## src/rtl/opc_intctl.sv

```systemverilog
`timescale 1ns/1ps
`default_nettype none
// ============================================================================
// Module   : opc_intctl
// Brief    : NCHAN-source interrupt controller for the OPC CPU I/O space.
//            Per-channel enable, edge/level mode, two priority groups and
//            nested in-service tracking, driving the CPU's int_b[1:0].
// Revision : 1.0 - initial release
// ============================================================================
module opc_intctl #(
  parameter int NCHAN = 8,
  parameter int DW    = 16
) (
  input  logic             clk,
  input  logic             reset,
  input  logic             clken,
  input  logic [NCHAN-1:0] irq,
  input  logic             cs,
  input  logic             rnw,
  input  logic [2:0]       addr,
  input  logic [DW-1:0]    din,
  output logic [DW-1:0]    dout,
  output logic [1:0]       int_b
);

  localparam int IDW = (NCHAN > 1) ? $clog2(NCHAN) : 1;

  localparam logic [2:0] A_ENABLE  = 3'd0;
  localparam logic [2:0] A_PENDING = 3'd1;
  localparam logic [2:0] A_MODE    = 3'd2;
  localparam logic [2:0] A_GROUP   = 3'd3;
  localparam logic [2:0] A_CLAIM   = 3'd4;
  localparam logic [2:0] A_EOI     = 3'd5;
  localparam logic [2:0] A_INSERV  = 3'd6;
  localparam logic [2:0] A_VBASE   = 3'd7;

  logic [NCHAN-1:0] sync1, s, s_q;
  logic [NCHAN-1:0] enable, pending, mode, group, inserv;
  logic [DW-1:0]    vbase;

  logic [NCHAN-1:0] wdata, rise, cand, lowbit, below, elig;
  logic [NCHAN-1:0] claim_mask, eoi_mask, clr_mask, mode_chg;
  logic [NCHAN-1:0] pending_nxt, inserv_nxt;
  logic             wr_en, any_elig, claim_fire;
  logic [IDW-1:0]   claim_id;
  logic [DW-1:0]    claim_val;

  assign wdata    = din[NCHAN-1:0];
  assign wr_en    = cs & ~rnw & clken;
  assign rise     = s & ~s_q;
  assign cand     = pending & enable & ~inserv;

  // Mask of indices strictly below the lowest in-service channel; with
  // nothing in service the subtraction wraps to all-ones.
  assign lowbit   = inserv & (~inserv + NCHAN'(1));
  assign below    = lowbit - NCHAN'(1);
  assign elig     = cand & below;
  assign any_elig = |elig;

  // A claim only takes effect on an enabled edge and when someone is eligible.
  assign claim_fire = cs & rnw & (addr == A_CLAIM) & clken & any_elig;
  assign claim_mask = claim_fire ? (elig & (~elig + NCHAN'(1))) : '0;
  assign claim_val  = vbase + (DW'(claim_id) << 1);

  assign clr_mask   = ((wr_en && addr == A_PENDING) ? wdata : '0) | claim_mask;
  assign mode_chg   = (wr_en && addr == A_MODE) ? (wdata ^ mode) : '0;

  // Edge bits: set wins over clear. Level bits simply track s.
  assign pending_nxt = ((mode & ((pending & ~clr_mask) | rise)) | (~mode & s)) & ~mode_chg;
  // Claim wins over a same-cycle EOI of the same id.
  assign inserv_nxt  = (inserv & ~eoi_mask) | claim_mask;

  // Lowest-index eligible channel id.
  always_comb begin
    claim_id = '0;
    for (int i = NCHAN - 1; i >= 0; i--) begin
      if (elig[i]) claim_id = IDW'(i);
    end
  end

  // One-hot EOI target; ids outside the channel range match nothing.
  always_comb begin
    eoi_mask = '0;
    for (int i = 0; i < NCHAN; i++) begin
      eoi_mask[i] = wr_en && (addr == A_EOI) && ({28'd0, din[3:0]} == 32'(i));
    end
  end

  // Synchronisers, status, configuration and the registered CPU request lines.
  always_ff @(posedge clk or posedge reset) begin
    if (reset) begin
      sync1   <= '0;
      s       <= '0;
      s_q     <= '0;
      pending <= '0;
      inserv  <= '0;
      enable  <= '0;
      mode    <= '0;
      group   <= '0;
      vbase   <= '0;
      int_b   <= 2'b11;
    end else if (clken) begin
      sync1   <= irq;
      s       <= sync1;
      s_q     <= s;
      pending <= pending_nxt;
      inserv  <= inserv_nxt;
      int_b   <= {~|(elig & group), ~|(elig & ~group)};
      if (wr_en) begin
        case (addr)
          A_ENABLE: enable <= wdata;
          A_MODE:   mode   <= wdata;
          A_GROUP:  group  <= wdata;
          A_VBASE:  vbase  <= din;
          default:  ;
        endcase
      end
    end
  end

  // Combinational read mux; idle bus reads as zero.
  always_comb begin
    dout = '0;
    if (cs) begin
      case (addr)
        A_ENABLE:  dout = DW'(enable);
        A_PENDING: dout = DW'(pending);
        A_MODE:    dout = DW'(mode);
        A_GROUP:   dout = DW'(group);
        A_CLAIM:   dout = any_elig ? claim_val : '1;
        A_INSERV:  dout = DW'(inserv);
        A_VBASE:   dout = vbase;
        default:   dout = '0;
      endcase
    end
  end

endmodule
`default_nettype wire

```

## config.mk

```make
export PLATFORM = sky130hd
export DESIGN_NAME = opc_intctl
export DESIGN_NICKNAME = d
export VERILOG_FILES = /design/src/rtl/opc_intctl.sv
export SDC_FILE = /design/constraint.sdc
export NUM_CORES = 1
export LEC_CHECK = 0
export CORE_MARGIN = 2
export CORE_UTILIZATION = 36
export CTS_CLUSTER_DIAMETER = 50
export DETAILED_ROUTE_END_ITERATION = 12
export GPL_ROUTABILITY_DRIVEN = 0
export PLACE_DENSITY_LB_ADDON = 0.3
export SLEW_MARGIN = 25
export SYNTH_ARGS = -nofsm -noshare
export SYNTH_HDL_FRONTEND = slang
export SYNTH_SLANG_ARGS = --single-unit
export TNS_END_PERCENT = 50
```

## constraint.sdc

```tcl
create_clock -name clk -period 4.3 [get_ports clk]
set_input_delay 0.86 -clock clk [delete_from_list [all_inputs] [get_ports clk]]
set_output_delay 0.86 -clock clk [all_outputs]
set_load 0.1 [all_outputs]
```

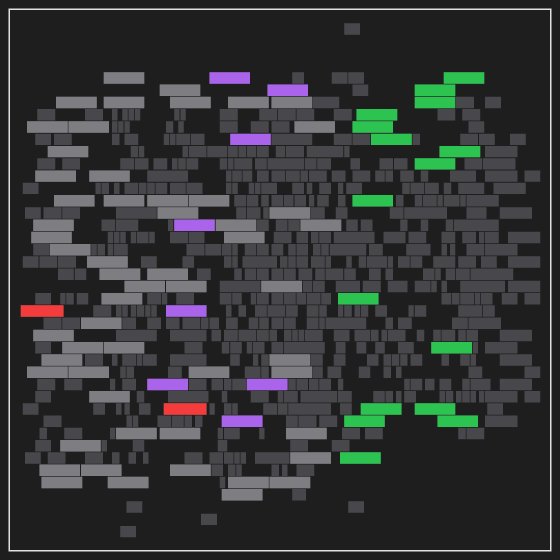
*Register map, names as in the netlist, run 1*
Other sequential cells in the stronger gray, the rest of the logic in the fainter gray.
Purple is `group`, placed flops 8. Red is `int_b`, placed flops 2. Green is `vbase`, placed flops 16.
Another 56 sequential cells are not colored.
power of the sequential group: 1060 uW
sequential portion of the cell area: 0.314

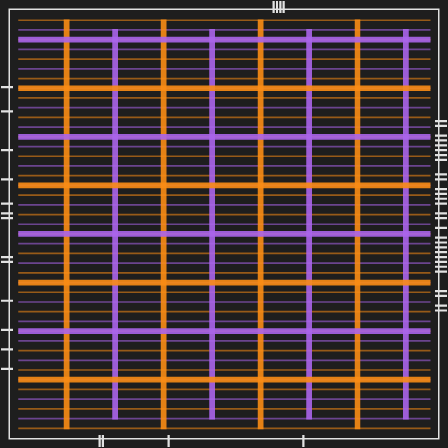
*Supply network, run 1*
Pins as bars on the die edge.
Purple is VDD. Orange is VSS.
50 signal pins sit on the boundary. The core has 42 rows.
Core Box Area: 13200 sq um
VDD IR-drop max: 0.252 mV
height of the die: 120 microns
die width: 120 microns

==> summary.txt, run 1 <==
Results of an implementation run.

The critical path in the final layout is reported with a setup slack of -0.150 ns. The report lists the power per cell area as 463 nW/um^2. The async set-reset flop share out of synthesis is 1.00.

Logged for this run, the post-placement worst setup slack is 0.0663 ns. The register with the most flip-flops in the layout has 16 of them. The adder-cell share of the synthesized area is 0.0119.

The largest fanout on the critical path is 4. The standard-cell row count is 42. For this run, the slowest stage of the critical path takes 0.56 ns. Recorded from the global router log, the overflow total was 0. Dividing the detail-routed wire length by the instance count gives 19.4 microns.

The iteration count of the initial detailed-routing pass is 6. The power after layout is 3030 uW. The distinct cell type count after synthesis is 68.

The net load switching power is 1130 uW. Data on the critical path is required at its endpoint by 3.44 ns. The floorplan utilization is 0.366. For reference, the mux area share after synthesis is 0.162. After synthesis the netlist holds a flip-flop and latch count of 82. The number of max-slew violations in the final report is 0. The run reported a max-capacitance violation count of 0.

The power report lists cell-internal power as 1890 uW. Buffers inserted during clock tree synthesis total 9. The worst setup slack for register-to-register paths is 0.05 ns.

The total via count in the routed design is 4402. Once placement completed, the tool counted placed cells totaling 714. Of the total power, combinational logic draws 0.395.

The initial antenna violation count was 0. Per the placement log, port buffering inserted 49 buffers. The cell at the root of the clock tree is sky130_fd_sc_hd__clkbuf_16. STA classifies the critical path startpoint as a flop.

The area fraction of the largest cell type after synthesis is 0.415. The via-per-instance ratio is 5.80. At the end of the flow, the number of nets in the layout was 614. The leakage power figure is 0.00276 uW. The cell taking the most area after synthesis is sky130_fd_sc_hd__dfrtp_1. The final number of setup-violating endpoints is 6.

The timing report attributes the biggest portion of critical-path delay to simple AND/OR/NAND/NOR gates. Per the post-synthesis report, the nets total 528. Setup repair after global routing could not meet its margin everywhere. Among all flip-flop cells after synthesis, the most frequent one is sky130_fd_sc_hd__dfrtp_1. The worst endpoint data arrival time is 3.59 ns. The residual antenna-violating net count after detailed routing is 0. The detailed-route wire length is 14700 microns. The worst path in the final design needs a cycle of 4.45 ns, including I/O delays and setup. The switching power as a share of total power is 0.375. The critical path goes through or4_4 -> nor4_4 -> a21boi_2 -> o21ai_2 -> a21oi_2 -> ha_2 -> inv_2 -> fa_2 -> nor2b_4 -> o21a_4 -> nand4_1 -> mux2i_2 -> a21oi_4 -> buf_12. In this run the cell area of the synthesized design comes to 4830 sq um. The global routing usage summed across all routing layers is 0.211. The Yosys chip area is 4830 sq um. The transition at the pin with the smallest max-transition slack is 0.970 ns. The final tally of hold violations is 0. Of the total synthesized cell area, the portion taken by AND-OR and OR-AND cells is 0.184. The combined buffer and inverter count along the critical path is 2. The clock tree synthesis step divided the H-tree into 3 levels. In the layout the commonest cells are 80 x sky130_fd_sc_hd__dfrtp_1, 68 x sky130_fd_sc_hd__nand2_1, 53 x sky130_fd_sc_hd__buf_4, 52 x sky130_fd_sc_hd__mux2_2, 35 x sky130_fd_sc_hd__o21ai_0. Leaving out fill and tap cells, the most frequent cell in the layout is sky130_fd_sc_hd__dfrtp_1.

The count of tool warnings is 29. The power report attributes to the sequential group a share of 0.352. After synthesis, the design contains 492 cells according to Yosys. The run finished, with violations left. The first-pass GRT wire length is 23800 microns. The cell-mix breakdown from Yosys lists the simple-gate area share as 0.154. The xor and xnor area share after synthesis is 0.0199.

By startpoint and endpoint, the worst setup path is classified as flop to primary output. In this run, synthesis inferred 0 flip-flops with an integrated enable. On the critical path, the stage with the largest delay is an instance of sky130_fd_sc_hd__or4_4. The CTS log lists the clock sinks for this run as 82. The yosys synthesis warning count is 0. Of the synthesized area, sequential elements account for 0.425. The category of the worst setup path capture point is a primary output. The final report lists a non-filler cell total of 759. Adding up every negative setup slack in the final design gives -0.643 ns. The checks that failed: setup timing. Entering global routing, the biggest net connects 41 pins. The insertion delay of the later-clocked pin in the worst-skew pair is 0.35 ns. 0 antenna diodes ended up in the layout. The synthesis report lists the most area-consuming cells as sky130_fd_sc_hd__dfrtp_1 41%, sky130_fd_sc_hd__mux2_2 12%, sky130_fd_sc_hd__nand2_1 5.4%. In this run the count of I/O pins placed on the die edge is 50.

The chip area is 14400 sq um. The highest attainable clock frequency is 0.225 GHz. The average cell area after synthesis is 9.82 sq um. The number of global-route vias before repair is 4366. The register with the most flip-flops is vbase. The synthesized instance count is 492. The clock tree from TritonCTS is yes. The share of the clock period used by the worst path after layout is 1.03. The largest clock skew in the final design is 0.00448 ns. Per the post-CTS timing run, clock transition at the registers of the reported paths is 0.07 ns.

The share of total power in the clock network is 0.253. The post-placement cell area is 5870 sq um. The fraction of final layout cells sized beyond drive strength 1 is 0.321. The layout overhead on the synthesized area is 35.4%.

The worst pin sits at a relative slew slack of 0.351. According to the dpl log, the detail-placed design has an HPWL of 9950 microns. By area, the combinational part of the netlist is dominated by AND-OR/OR-AND gates. The clock tree buffer depth is 2. For the completed layout, the total cell area is recorded as 6540 sq um. The DRC marker count from the first detailed-route iteration is 519. The most critical min-delay path falls under flop to flop. The DRC violation count after routing is 0.
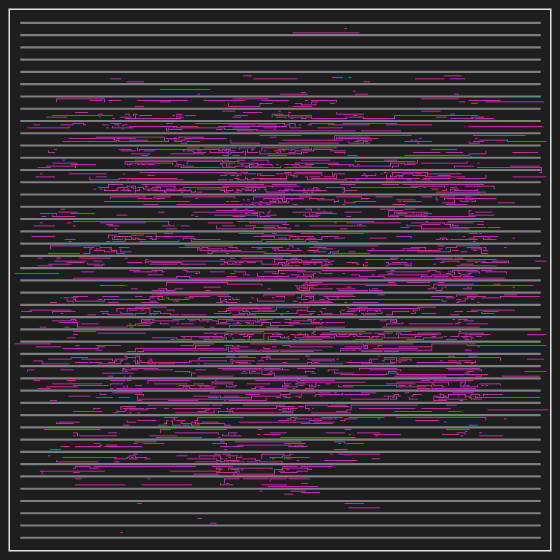
*Met1 routing, run 1*
Supply wires on this layer in gray.
The layer holds 43% of the routed length. The layer carries 6300 microns of wire. The longest straight run is 30.4 microns. 566 nets have wire on it.

==> run 1: stage by stage <==
step | hold slack (ns) | utilization
finish | 0.483 | 0.496
global route | 0.521 | 0.496
CTS | 0.494 | 0.487
detailed placement | 0.482 | 0.445
floorplan | 0.466 | -
global placement | 0.462 | 0.445
==> run 1: power groups by stage <==
stage / registers [uW] / logic (uW) / clock network (uW)
final: 1060 / 1200 / 765
after detailed placement: 1060 / 935 / 0
after floorplan: 1060 / 628 / 0
after CTS: 1050 / 1120 / 777
after global routing: 1080 / 1280 / 807
after global placement: 1060 / 910 / 0
==> run 1: what timing repair did <==
action / 4_1_cts / 5_1_grt
setup buffers: 29 / 4
pin swaps: 7 / 9
gates resized: 14 / 23
hold endpoints to repair: 0 / 0
endpoints found under the setup margin: 6 / 16
hold buffers: 0 / 0
==> run 1: worst reg2reg max path: cells and delay by family (launching register included) <==
| family | cells | cell delay, ns |
|---|---|---|
| buffers and inverters | 26 | 3.27 |
| and+or+nand+nor | 3 | 0.33 |
| AOI/OAI and AO/OA | 1 | 0.17 |
| DFF | 1 | 0.45 |
==> run 1: final timing paths <==
| kind | startpoint | to | cells past startpoint |
|---|---|---|---|
| max | inserv[0] | dout[13] | 14 |
| min | int_b[1] | int_b[1] | 2 |
| max reg2reg | inserv[3] | pending[5] | 30 |
| min reg2reg | int_b[1] | int_b[1] | 2 |
| max in group asynchronous | reset | enable[6] | 3 |
| min in group asynchronous | reset | mode[3] | 2 |
==> run 1: Yosys cell counts, drive strengths merged (3+ instances only) <==
master	instances
nor3b	3
mux4	6
a22o	3
xor2	5
o22ai	10
nor4	4
nand2b	4
ha	3
a22oi	3
nand2	70
inv	20
nor3	6
o21a	3
a211oi	5
mux2	52
a21oi	23
o2bb2ai	3
a31oi	3
and2	4
nand3	15
o21ai	41
dfrtp	80
o31ai	6
a2bb2oi	6
clkbuf	19
a221oi	5
buf	9
mux2i	6
and3	7
xnor2	6
nor2	13
nand3b	4
nand4bb	3
==> run 1: kinds of logic (layout without fill, tap and decap cells) <==
logic type,after synthesis,in the layout
mux,64,64
compound gates,135,135
fa+ha+maj,4,4
simple gates,148,148
flops,82,82
buf+inv,48,139
xor+xnor,11,11
==> run 1: final cells by class <==
cell class                 instances  area [sq um]
clock buffer                      10           239
multi-input combinational        362          2830
timing repair buffer             103          1060
fill                            1158          6650
tap                              176           220
inverter                          20          76.3
clock inverter                     6          55.1
sequential                        82          2050
==> run 1: routing by layer <==
layer	wire length, microns	up-vias	global-route usage	share of wire
met2	6840	248	0.337	0.46
met1	6300	2097	0.285	0.43
met5	0	-	0	0
li1	-	1995	-	-
met4	573	0	0.0831	0.039
met3	1020	62	0.0380	0.069
### Logic cells by family, run 1

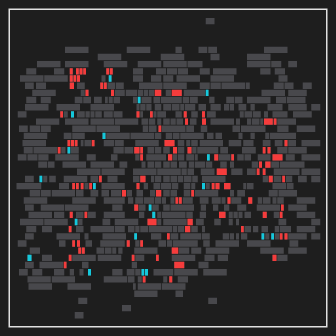

## Run 2: what changed since run 1
Clock period 4.3 ns to 3.8 ns, I/O delays scaled along.
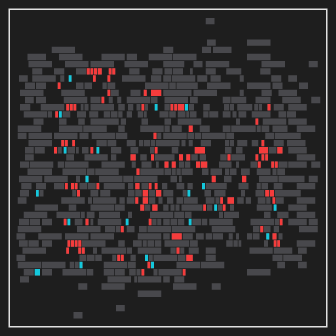
*Logic cells by family, run 2*
Cyan is inv cells, cells 20. Red is nand cells, cells 98.

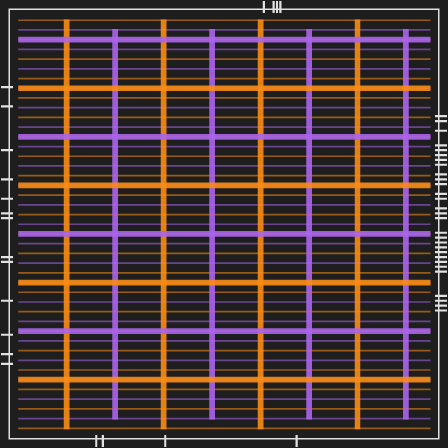
*Supply network, run 2*
Pins as bars on the die edge.
Purple is VDD. Orange is VSS.
The core has 42 rows. 8 straps on met5. 8 straps on met4. 50 signal pins sit on the boundary. 43 met1 rails follow the rows.

==> run 2 against run 1 <==
Compared with the run above: the flow still finishes with violations (setup timing); hold slack better by 0.0091 ns; non-clock buffer count down 14; sequential cell count unchanged; setup slack worse by 0.30 ns; critical path type unchanged.
==> summary.txt, run 2 <==
Results of an implementation run.

The power density relative to cell area is 511 nW/um^2. The library cells used most frequently in the layout, excluding fill and tap cells, are 80 x sky130_fd_sc_hd__dfrtp_1, 70 x sky130_fd_sc_hd__nand2_1, 52 x sky130_fd_sc_hd__mux2_2, 36 x sky130_fd_sc_hd__buf_4. By count the netlist is led by 80 x sky130_fd_sc_hd__dfrtp_1, 70 x sky130_fd_sc_hd__nand2_1, 52 x sky130_fd_sc_hd__mux2_2, 39 x sky130_fd_sc_hd__o21ai_0, 23 x sky130_fd_sc_hd__a21oi_1. In the routed layout, each cell is associated on average with a via count of 5.72. Clock latency on the worst-skew pair, taken at its later pin, is 0.34 ns. The post-synthesis mux area share is 0.162.

The H-tree depth reported by CTS is 3. The cell class contributing the biggest share of worst-path delay is AND-OR/OR-AND gates. After synthesis, the design contains 492 cells according to Yosys.

The startpoint of the lowest-slack register-to-register path is inserv[3]. In this run the mean area of a mapped cell was 9.82 sq um. The largest clock skew in the final design is 0.00651 ns. The area growth from synthesis to layout is 34.7%.

Setup total negative slack on the finished layout was measured at -3.45 ns. The total clock buffers created by CTS is 9. The register with the most flip-flops in the final layout is vbase. After global routing the overflow that remains totals 0. The complex-gate fraction of the synthesized area is 0.184. Of the synthesized area, sequential elements account for 0.425. The xor and xnor area share after synthesis is 0.0199. The fraction of final layout cells sized beyond drive strength 1 is 0.292. The category of the worst setup path capture point is a primary output. The async set-reset flop share out of synthesis is 1.00.

The headroom to the max-slew limit is 0.356. The depth of the worst register-to-register path is 6. The clock edge transition at the registers on the reported setup and hold paths is 0.06 ns.

The floorplan has 42 rows. The required time at the worst endpoint is listed as 3.04 ns. Per the finish-stage timing summary, setup violations number 12. Yosys attributes the largest share of cell area to sky130_fd_sc_hd__dfrtp_1 41%, sky130_fd_sc_hd__mux2_2 12%, sky130_fd_sc_hd__nand2_1 5.4%. The number of global-route vias before repair is 4378. The flow ran to the end, but the final reports show violations.

The combined buffer and inverter count along the critical path is 2. Leaving out buffers and inverters, the combinational logic in the layout accounts for 2840 sq um. In this run the cell area of the synthesized design comes to 4830 sq um. In the setup report, the worst path falls into the class flop to primary output.

The clock sink total is 82. The transition at the pin with the smallest max-transition slack is 0.964 ns. On the final layout, the worst hold slack is 0.492 ns. The cell-mix breakdown from Yosys lists the adder-cell area share as 0.0119. On the critical path the data arrives at 3.49 ns. The worst setup slack for register-to-register paths is 1.79 ns.

The worst vdd rail ir drop is 0.355 mV. The cell at the root of the clock tree is sky130_fd_sc_hd__clkbuf_16. The initial antenna violation count is 0. Per STA, the worst path is made up of or4_4 -> nor4_4 -> a21boi_2 -> o21ai_1 -> a21oi_1 -> ha_2 -> inv_2 -> fa_2 -> nor2b_4 -> o21a_4 -> nand3_2 -> a32o_2 -> o2bb2ai_4 -> buf_12. For reference, the final report shows the hold violation count at 0. The distinct cell type count after synthesis is 68. The number of enable-type register cells in the synthesized netlist is 0. The storage element area is 2050 sq um. The power report puts the leakage power at 0.00271 uW. The launching element type of the critical path is a flop. In the global route stage, overall resource usage came out at 0.203.

The most popular library cell in the synthesized design by count is sky130_fd_sc_hd__dfrtp_1. The number of cells on the worst hold path is listed as 2. Per the timing report, the most critical flop-to-flop path finishes at pending[6]. The HPWL after detailed placement is 10200 microns. The layout filler cell count is 1201. The total of hold buffers inserted after clock tree synthesis is 0. The number of I/O port buffers is 49. The highest attainable clock frequency is 0.235 GHz. The floorplan step set the die width to 120 microns.

For the finished layout, the period the worst path requires is 4.25 ns. The average routed wire per standard cell is 18.8 microns. The setup slack after layout is -0.448 ns. Once detail routing completed, the nets flagged for antenna violations numbered 0. The yosys synthesis warning count is 0.

The DRC violation count after routing is 0. The clock tree from TritonCTS is yes. Among all stages on the critical path, the largest delay is contributed by sky130_fd_sc_hd__or4_4. Setup repair after global routing could not meet its margin everywhere.

The simple-gate area share of the yosys netlist is 0.154. The checks that failed: setup timing. Post-route period utilization is reported as 1.12. For this run, the chip area from Yosys synthesis comes to 4830 sq um. The largest fanout on the critical path is 4.

Per the post-synthesis report, the nets total 528. The floorplan utilization is 0.366.
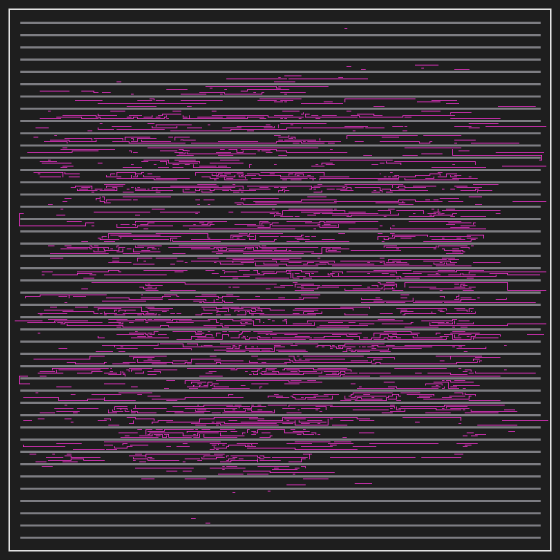
*Met1 routing, run 2*
Supply wires on this layer in gray.
543 nets have wire on it. The layer carries 6280 microns of wire.
global routing met1 resource utilization: 0.273
wire length after detailed routing: 14000 microns
total via count in the routed design: 4258

run 2: cell counts after synthesis:
Identical to the previous run, type by type.
run 2: worst register-to-register path: stages (launching register included):
cell	delay (ns)
sky130_fd_sc_hd__dfrtp_1	0.39
sky130_fd_sc_hd__or4_4	0.57
sky130_fd_sc_hd__nor4_4	0.18
sky130_fd_sc_hd__and2_1	0.18
sky130_fd_sc_hd__buf_4	0.10
sky130_fd_sc_hd__nand3_1	0.14
sky130_fd_sc_hd__a221o_1	0.33
run 2: final cells by class:
type / count / share of cell area
Clock buffer: 10 / 0.0352
Clock inverter: 6 / 0.0138
Inverter: 20 / 0.0119
Multi-Input combinational cell: 362 / 0.437
Sequential cell: 82 / 0.316
Tap cell: 176 / 0.0339
Timing Repair Buffer: 89 / 0.153
run 2: worst max path at each step:
stage                    from  cells after the start        to
floorplan           inserv[1]                     13  dout[13]
global placement    inserv[3]                     14  dout[15]
detailed placement  inserv[3]                     14  dout[15]
CTS                 inserv[3]                     14  dout[15]
global route        inserv[3]                     14  dout[15]
finish              inserv[3]                     14  dout[15]
run 2: where the power goes:
group	switching (uW)	leakage, uW	internal, uW	total [uW]
sequential	168	0.00102	1030	1200
combinational	672	0.00154	517	1190
clock	361	0.000153	578	939
total	1200	0.00271	2120	3320
run 2: repair_timing:
item                                    4_1_cts  5_1_grt
pin swaps                                     6        6
buffers inserted                              0        0
endpoints found under the setup margin       12       14
gates resized                                 8        9
cloned                                        0        0
run 2: kinds of logic (layout without fill, tap and decap cells):
logic type                 count (synthesis)  in the layout
AOI/OAI and AO/OA                        135            135
xor gates and xnor gates                  11             11
adders and majority gates                  4              4
buffers and inverters                     48            125
DFF                                       82             82
muxes                                     64             64
and+or+nand+nor                          148            148
run 2: through the flow:
stage	cells	worst slack, ns	utilization	total power (uW)	cell area, sq um
2_1_floorplan	492	-0.185	-	1970	5030
3_3_place_gp	729	-0.0500	0.464	2320	6120
3_5_place_dp	729	-0.157	0.464	2350	6120
4_1_cts	745	-0.493	0.490	3310	6460
5_1_grt	745	-0.575	0.493	3490	6500
6_report	745	-0.448	0.493	3320	6500
run 2: per-layer routing:
| layer | vias up | routed length, microns | track usage |
|---|---|---|---|
| met2 | 171 | 6530 | 0.328 |
| met1 | 2087 | 6280 | 0.273 |
| met3 | 30 | 807 | 0.0371 |
| li1 | 1970 | - | - |
| met4 | 0 | 356 | 0.0721 |
| met5 | - | 0 | 0 |
Power is estimated from default activity; no workload was simulated.
